**config.mk**
```make
export PLATFORM = sky130hd
export DESIGN_NAME = dsss_spreader
export DESIGN_NICKNAME = d
export VERILOG_FILES = /design/src/rtl/zigbee_pkg.sv /design/src/rtl/dsss_spreader.sv
export SDC_FILE = /design/constraint.sdc
export NUM_CORES = 1
export LEC_CHECK = 0
export ABC_AREA = 1
export CAP_MARGIN = 20
export CORE_ASPECT_RATIO = 1.4
export CORE_UTILIZATION = 40
export DETAILED_ROUTE_END_ITERATION = 16
export GPL_TIMING_DRIVEN = 0
export MAX_ROUTING_LAYER = met4
export PLACE_DENSITY = 0.53
export SLEW_MARGIN = 20
export SYNTH_ARGS = -nofsm -noshare
export SYNTH_HDL_FRONTEND = slang
export SYNTH_SLANG_ARGS = --single-unit
```
**constraint.sdc**
```tcl
create_clock -name clk -period 1.8 [get_ports clk]
set_input_delay 0.18 -clock clk [delete_from_list [all_inputs] [get_ports clk]]
set_output_delay 0.18 -clock clk [all_outputs]
set_load 0.1 [all_outputs]
```
**src/rtl/zigbee_pkg.sv**
```systemverilog
// Shared definitions for the 802.15.4 2.4 GHz O-QPSK PHY.
// CHIP_TABLE holds one 32-chip PN word per 4-bit symbol, with chip c0 at bit 0.
package zigbee_pkg;

  typedef enum logic {
    ST_IDLE = 1'b0,
    ST_RUN  = 1'b1
  } state_e;

  localparam logic [31:0] CHIP_TABLE [16] = '{
    32'h744AC39B, 32'h44AC39B7, 32'h4AC39B74, 32'hAC39B744,
    32'hC39B744A, 32'h39B744AC, 32'h9B744AC3, 32'hB744AC39,
    32'hDEE06931, 32'hEE06931D, 32'hE06931DE, 32'h06931DEE,
    32'h6931DEE0, 32'h931DEE06, 32'h31DEE069, 32'h1DEE0693
  };

endpackage

```
**src/rtl/dsss_spreader.sv**
```systemverilog
// DSSS spreader: packs serial bits into nibbles and emits the matching
// 32-chip PN sequence one chip per chip_en, back-to-back when data keeps up.
module dsss_spreader
  import zigbee_pkg::*;
#(
  parameter int CHIPS_PER_SYM = 32
) (
  input  logic clk,
  input  logic reset,
  input  logic bit_in,
  input  logic bit_en,
  input  logic chip_en,
  input  logic clr_flags,
  output logic chip_out,
  output logic chip_valid,
  output logic sym_start,
  output logic busy,
  output logic overrun,
  output logic underrun
);

  localparam int CW = $clog2(CHIPS_PER_SYM);
  localparam logic [CW-1:0] LAST_CHIP = CW'(CHIPS_PER_SYM - 1);

  logic [1:0]    bit_cnt_q;
  logic [2:0]    nib_q;
  logic [3:0]    pend_q;
  logic          pend_vld_q;
  state_e        state_q, state_d;
  logic [31:0]   shreg_q, shreg_d;
  logic [CW-1:0] cnt_q, cnt_d;
  logic          chip_q, chip_d;
  logic          cv_q, cv_d;
  logic          ss_q, ss_d;
  logic          ovr_q, ovr_d;
  logic          unf_q, unf_d;
  logic          unf_set;

  logic       last_chip, consume, nib_done, drop;
  logic [3:0] new_nib;

  assign last_chip = (state_q == ST_RUN) && chip_en && (cnt_q == LAST_CHIP);
  assign consume   = pend_vld_q && ((state_q == ST_IDLE) || last_chip);
  assign nib_done  = bit_en && (bit_cnt_q == 2'd3);
  assign new_nib   = {bit_in, nib_q};
  // A finished nibble may only overwrite the pending slot if it empties this cycle.
  assign drop      = nib_done && pend_vld_q && !consume;

  always_ff @(posedge clk) begin
    if (reset) begin
      bit_cnt_q <= '0;
      nib_q     <= '0;
    end else if (bit_en) begin
      bit_cnt_q <= bit_cnt_q + 2'd1;
      case (bit_cnt_q)
        2'd0:    nib_q[0] <= bit_in;
        2'd1:    nib_q[1] <= bit_in;
        2'd2:    nib_q[2] <= bit_in;
        default: ;
      endcase
    end
  end

  always_ff @(posedge clk) begin
    if (reset) begin
      pend_q     <= '0;
      pend_vld_q <= 1'b0;
    end else if (nib_done && !drop) begin
      pend_q     <= new_nib;
      pend_vld_q <= 1'b1;
    end else if (consume) begin
      pend_vld_q <= 1'b0;
    end
  end

  always_comb begin
    state_d = state_q;
    shreg_d = shreg_q;
    cnt_d   = cnt_q;
    chip_d  = chip_q;
    cv_d    = 1'b0;
    ss_d    = 1'b0;
    unf_set = 1'b0;
    case (state_q)
      ST_IDLE: begin
        if (pend_vld_q) begin
          state_d = ST_RUN;
          shreg_d = CHIP_TABLE[pend_q];
          cnt_d   = '0;
        end
      end
      default: begin
        if (chip_en) begin
          chip_d  = shreg_q[0];
          cv_d    = 1'b1;
          ss_d    = (cnt_q == '0);
          shreg_d = shreg_q >> 1;
          cnt_d   = cnt_q + 1'b1;
          if (cnt_q == LAST_CHIP) begin
            // Reload in place so the next chip_en starts the new symbol with no gap.
            if (pend_vld_q) begin
              shreg_d = CHIP_TABLE[pend_q];
              cnt_d   = '0;
            end else begin
              state_d = ST_IDLE;
              unf_set = 1'b1;
            end
          end
        end
      end
    endcase
  end

  assign ovr_d = drop    | (ovr_q & ~clr_flags);
  assign unf_d = unf_set | (unf_q & ~clr_flags);

  always_ff @(posedge clk) begin
    if (reset) begin
      state_q <= ST_IDLE;
      shreg_q <= '0;
      cnt_q   <= '0;
      chip_q  <= 1'b0;
      cv_q    <= 1'b0;
      ss_q    <= 1'b0;
      ovr_q   <= 1'b0;
      unf_q   <= 1'b0;
    end else begin
      state_q <= state_d;
      shreg_q <= shreg_d;
      cnt_q   <= cnt_d;
      chip_q  <= chip_d;
      cv_q    <= cv_d;
      ss_q    <= ss_d;
      ovr_q   <= ovr_d;
      unf_q   <= unf_d;
    end
  end

  assign chip_out   = chip_q;
  assign chip_valid = cv_q;
  assign sym_start  = ss_q;
  assign busy       = (state_q == ST_RUN);
  assign overrun    = ovr_q;
  assign underrun   = unf_q;

endmodule
```
==> flow_summary.json, run 1 <==
{
  "wl_per_cell_um": 15.5,
  "die_h_um": 102,
  "ys_async_sr_fraction_pct": 0,
  "taps": 92,
  "ys_sh_mux_pct": 0,
  "dr.pass1.iters": 4,
  "finalNetCount": 445,
  "lay_top_cells": "nand2_1, nand3_1, a21oi_1, dfxtp_1, o21ai_0",
  "cts_buffer_depth": 2,
  "largest_area_cell": "dfxtp_1",
  "whs_ns": 0.210,
  "io_pins": 12,
  "worstHoldStart": "bit_en",
  "clkPwrFrac_pct": 37.8,
  "ys_ff": 53,
  "setup_slack_ns": 0.0935,
  "clk-power_mw": 0.843,
  "clk_pin_slew_ns": 0.10,
  "edf_count": 0,
  "cap_viol_max_count": 0,
  "flop_area_um2": 1070,
  "dp_hpwl_um": 5670,
  "critPathLaunchType": "flop",
  "grt_busiest_layer": "met2",
  "ant_nets": 0,
  "crit_cells": 10,
  "grt_pass1_vias": 2621,
  "clk_latency_ns": 0.31,
  "ys_sh_xor_pct": 0.928,
  "reg2reg_slack_ns": 0.09,
  "period_needed_ns": 1.71,
  "grt_max_degree": 18,
  "drc": 0,
  "status": "complete, no violations",
  "critPathBufInv": 1,
  "cp_slowest_cell": "dfxtp_2",
  "simple_gate_area_share_pct": 26.7,
  "cts_hold_buffers": 0,
  "use_met1_pct": 28.3,
  "p_sw_mw": 0.557,
  "syn_area_um2": 2830
}
Figure 1. Signal wires on met1 (run 1).
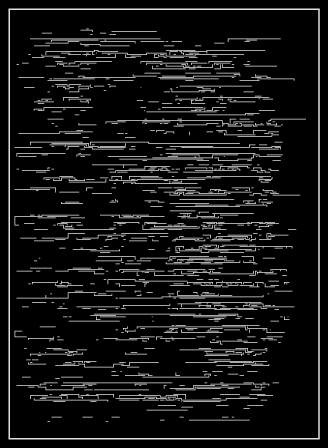
The layer holds 44% of the routed length. 410 nets have wire on it.

Figure 2. Signal wires on met2 (run 1).
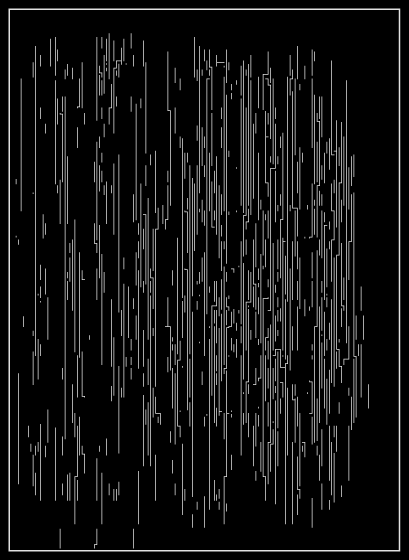
The longest straight run is 64.3 um. The layer holds 50% of the routed length. 333 nets have wire on it. The layer carries 3990 um of wire. The wires run mostly vertical.

Figure 3. The metal 3 layer (run 1).
Bar = 20 um. Cells faint in the background.
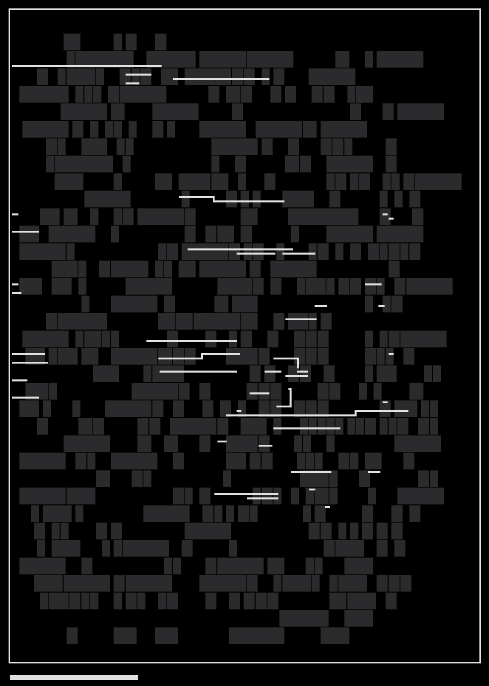
33 nets have wire on it. The layer carries 243 um of wire. The longest straight run is 23.0 um. The wires run mostly horizontal. The layer holds 3.0% of the routed length.

==> run 2: changes to the inputs <==
- CORE_MARGIN: unset -> 2
Figure 4. Signal wires on met1 (run 2).
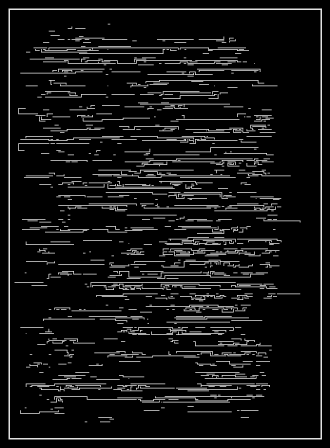
414 nets have wire on it. The layer carries 3310 um of wire.

==> run 2 against run 1 <==
Against the previous run:
- highest routed layer unchanged
- non-clock buffer count is 7 higher
- worst hold slack better by 0.0025 ns
- die area is 4.8% higher
==> flow_summary.json, run 2 <==
{
  "whs_ns": 0.212,
  "wl_per_cell_um": 15.2,
  "grt_pass1_vias": 2636,
  "dr.pass1.iters": 4,
  "clk_latency_ns": 0.31,
  "edf_count": 0,
  "cts_buffer_depth": 2,
  "grt_first_pass_wirelength_um": 13200,
  "grt_busiest_layer": "met2",
  "worstHoldStart": "bit_en",
  "final_area_um2": 3310,
  "clk-power_mw": 0.689,
  "ys_sh_xor_pct": 0.928,
  "lay_top_cells": "nand2_1, nand3_1, a21oi_1, dfxtp_1, o21ai_0",
  "die_h_um": 104,
  "max_freq_ghz": 0.588,
  "cts_hold_buffers": 0,
  "period_needed_ns": 1.70,
  "use_met1_pct": 27.4,
  "wl_um": 8030,
  "ys_ff": 53,
  "p_comb_mw": 0.188,
  "top_area_share_pct": 37.5,
  "critPathBufInv": 1,
  "io_pins": 12,
  "grt_max_degree": 17,
  "ant_nets": 0,
  "lay_top_count": "nand2_1",
  "ys_async_sr_fraction_pct": 0,
  "fin_skew_ns": 0.00639,
  "simple_gate_area_share_pct": 26.7,
  "status": "complete, no violations",
  "cp_slowest_cell": "dfxtp_2",
  "p_sw_mw": 0.544,
  "min_path_cells": 3,
  "syn_area_um2": 2830,
  "reg_top3": "shreg_q: 32 flops, cnt_q: 5 flops, pend_q: 4 flops",
  "cap_viol_max_count": 0,
  "setup_slack_ns": 0.0999,
  "largest_area_cell": "dfxtp_1",
  "clkPwrFrac_pct": 33.1,
  "highest_layer": "met4",
  "reg2reg_slack_ns": 0.1,
  "finalNetCount": 453,
  "critPathLaunchType": "flop",
  "antenna_found_initial": 0,
  "dp_hpwl_um": 5660
}
